<file path="src/rtl/sub32_pipe.sv">
// sub32_pipe: two-stage pipelined 32-bit subtractor (a - b - bw_in) with borrow, overflow and valid/ready on both sides
module sub32_pipe (
  input  logic        clk,
  input  logic        rst_n,
  input  logic [31:0] a_in,
  input  logic [31:0] b_in,
  input  logic        bw_in,
  input  logic        in_valid,
  output logic        in_ready,
  output logic [31:0] diff_out,
  output logic        bw_out,
  output logic        ovf_out,
  output logic        out_valid,
  input  logic        out_ready
);
  logic        s1_valid;
  logic        bm;
  logic [15:0] lo;
  logic [15:0] ah;
  logic [15:0] bh;
  logic [16:0] lo_w;
  logic [16:0] hi_w;
  logic        s2_free;
  logic        accept;
  logic        s2_load;
  assign s2_free  = !out_valid || out_ready;
  assign in_ready = !s1_valid || s2_free;
  assign accept   = in_valid && in_ready;
  assign s2_load  = s1_valid && s2_free;
  assign lo_w = {1'b0, a_in[15:0]} - {1'b0, b_in[15:0]} - {16'b0, bw_in};
  assign hi_w = {1'b0, ah} - {1'b0, bh} - {16'b0, bm};
  // ah[15]/bh[15] are the operand sign bits, so no separate sign registers are kept
  always_ff @(posedge clk or negedge rst_n)
    if (!rst_n) begin
      s1_valid  <= 1'b0;
      bm        <= 1'b0;
      lo        <= '0;
      ah        <= '0;
      bh        <= '0;
      out_valid <= 1'b0;
      diff_out  <= '0;
      bw_out    <= 1'b0;
      ovf_out   <= 1'b0;
    end else begin
      if (accept) begin
        s1_valid <= 1'b1;
        lo       <= lo_w[15:0];
        bm       <= lo_w[16];
        ah       <= a_in[31:16];
        bh       <= b_in[31:16];
      end else if (s2_load)
        s1_valid <= 1'b0;
      if (s2_load) begin
        out_valid <= 1'b1;
        diff_out  <= {hi_w[15:0], lo};
        bw_out    <= hi_w[16];
        ovf_out   <= (ah[15] != bh[15]) && (hi_w[15] != ah[15]);
      end else if (out_ready)
        out_valid <= 1'b0;
    end
endmodule

</file>
<file path="config.mk">
export PLATFORM = sky130hd
export DESIGN_NAME = sub32_pipe
export DESIGN_NICKNAME = d
export VERILOG_FILES = /design/src/rtl/sub32_pipe.sv
export SDC_FILE = /design/constraint.sdc
export NUM_CORES = 1
export LEC_CHECK = 0
export CAP_MARGIN = 20
export CORE_MARGIN = 2
export CORE_UTILIZATION = 30
export CTS_CLUSTER_DIAMETER = 200
export DETAILED_ROUTE_END_ITERATION = 6
export SLEW_MARGIN = 20
export SYNTH_ARGS = -nofsm -noshare
export SYNTH_HDL_FRONTEND = slang
export SYNTH_SLANG_ARGS = --single-unit
</file>
<file path="constraint.sdc">
create_clock -name clk -period 3.8 [get_ports clk]
set_clock_uncertainty 0.15 [all_clocks]
set_input_delay 1.14 -clock clk [delete_from_list [all_inputs] [get_ports clk]]
set_output_delay 1.14 -clock clk [all_outputs]
set_load 0.02 [all_outputs]
</file>
==> flow_summary.yaml <==
# generated from flow reports
clocking:
  clock_latency_ps: 340
  cts_tree: "built"
  path_clk_slew_ps: 60
  clockBufferDepth: 2
  clkSinkCount: 85
final_timing:
  fin_crit_sh_pct: 95.1
  setup_viol: 0
  fmax_mhz: 277
  worst_pin_slew_ps: 781
  slew_viol_final: 0
placed_design:
  place_area_um2: 6760
  dp.cells: 920
  io_buffer_count: 104
logic_synthesis:
  yosys_area_um2: 5320
  ys.flops: 85
  edf_count: 0
  synth_nets: 715
  synth_cells: 582
  synth_cell_types: 50
  synth_top_area_share_pct: 40.0
routing:
  first_iter_violations: 178
  ant_nets: 0
  via_count: 4152
setup_path:
  path_max_fanout: 4
  r2r-start: "bm"
  crit_chain: "clkdlybuf4s50_1 -> inv_1 -> ha_1 -> inv_1 -> ha_1 -> or4b_1 -> o2111ai_2 -> o211ai_1 -> a41oi_1 -> xor2_1 -> o21ai_1"
  rr_endpoint: "bw_out"
  crit_path_start_kind: "primary input"
  required_ps: 3860
pwr:
  cellLeakagePower_nw: 3.43
  p_total_w: 0.00398
  ir_drop_v: 0.000260
hold_path:
  min_from: "lo[6]"
  holdPathStages: 2
global_routing:
  antenna_found_initial: 2
  grt_start_max_net_pins: 86
  grt_pass1_vias: 4003
floorplan:
  fp_util_pct: 30.7
  die_h_um: 137
layout:
  diodes: 0
  nets: 841
  final_cells: 938
run:
  maxCapViolCount: 0
  warnings: 28
outcome:
  status: "finished, final reports clean"
## flip-flops by register name (all words and copies together) (netlist names)
name       count
diff_out      32
ah            16
bh            16
lo            16
bm             1
bw_out         1
out_valid      1
ovf_out        1
s1_valid       1
## synthesized netlist by cell type (2+ instances only)
library cell / instances
nor2b_1: 2
nand2_1: 111
xnor2_1: 17
fa_1: 4
inv_1: 91
o31ai_1: 4
clkbuf_8: 2
nand3_1: 2
or2_2: 2
o21a_1: 9
dfrtp_1: 85
mux2_2: 18
o21ai_0: 53
xor2_1: 10
a2111oi_2: 2
a21oi_1: 22
nand4_1: 4
a21o_1: 6
ha_1: 60
a2111o_1: 2
nor3b_1: 2
nand2b_1: 7
o31ai_2: 2
nand3b_1: 2
a211oi_1: 5
o211ai_1: 3
and3_1: 3
and2_1: 3
o311ai_0: 2
nor3_1: 3
clkbuf_1: 15
nor2_1: 11
## per-stage QoR
step | setup WS (ps) | utilization, % | setup TNS [ps]
2_1_floorplan | 166 | - | 0
3_3_place_gp | -422 | 39.1 | -1820
6_report | 186 | 41.1 | 0
3_5_place_dp | -454 | 39.1 | -1900
5_1_grt | 32.1 | 41.1 | 0
4_1_cts | 1.76 | 40.8 | 0
## logic make-up after synthesis
logic type / count (synthesis) / synth area share (%)
and+or+nand+nor: 157 / 12.9
xor gates and xnor gates: 28 / 4.87
DFF: 85 / 40.0
adders and majority gates: 64 / 15.6
AOI/OAI and AO/OA: 120 / 14.4
muxes: 19 / 4.00
buffers and inverters: 109 / 8.21
## where the power goes
| group | total [W] | internal, W | switching, W |
|---|---|---|---|
| registers | 0.00131 | 0.00116 | 0.000143 |
| logic | 0.00183 | 0.000897 | 0.000934 |
| clock network | 0.000840 | 0.000465 | 0.000375 |
## final cells by class
cell class	instances	area, um^2
well taps	225	282
clock inverters	6	47.5
flip-flops and latches	85	2130
clock buffers	10	239
inverters	91	342
fillers	1786	10200
repair buffers	133	1280
multi-input cells	388	2790
## worst max path at each step
stage                        end  slack (ps)  cells after the start
after floorplan               bm         170                      9
after global placement        bm        -420                     10
after detailed placement      bm        -450                     10
after CTS                     bm           2                     10
after global routing          bm          30                     11
final                     lo[13]         190                     11
## repair_timing
item	CTS	global route
setup endpoints to repair	3	2
resized	3	8
pin swaps	2	7
setup buffers	0	2
## critical path: cells and delay by family
kind	cells	cell delay [ps]
buf+inv	3	530
simple gates	1	560
fa+ha+maj	2	490
xor+xnor	1	170
compound gates	4	790
## metal layers
layer | vias to the layer above | GRT usage (%) | wire length (um)
met5 | - | 0 | 26
met4 | 4 | 4.35 | 159
met3 | 17 | 3.04 | 501
met2 | 78 | 20.8 | 5180
met1 | 1875 | 17.4 | 5600
li1 | 2178 | - | -
Fig. 1: sizing map
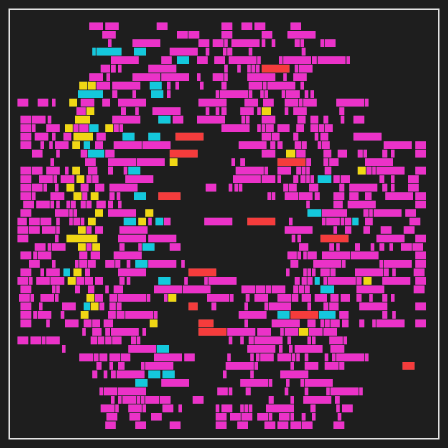
[magenta] drive 1 or less | cells: 632
[yellow] drive 3 to 4 | cells: 35
[cyan] drive 2 | cells: 33
[red] drive 6 and up | cells: 13
final std cell area, no fill: 7110 um^2
P&R area growth vs syn: 33.7%
Non-clk bufs: 133

Fig. 2: sequential cells colored by netlist name
Other sequential cells in the stronger gray, the rest of the logic in the fainter gray.
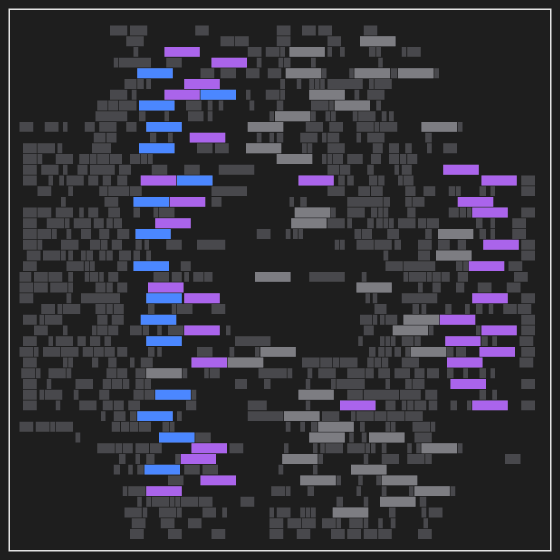
[purple] `diff_out` | sequential cells: 32
[blue] `lo` | sequential cells: 16
Reg area: 2130 um^2
sequential share of cell area: 29.9%
Power Sequential: 0.00131 W
Core Util, Final: 41.1%

Fig. 3: routing congestion
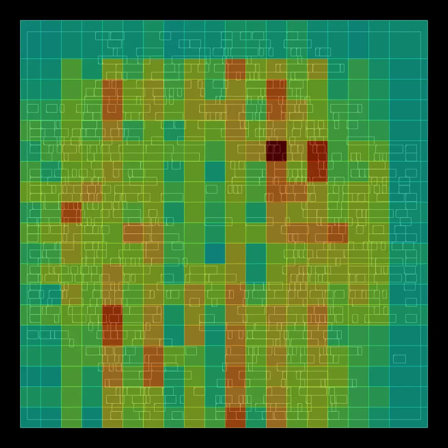
DR WL/cell: 12.2 um
gr busiest metal: met2
Total Routing Usage GR: 13.1%

Power and IR drop assume default switching activity.
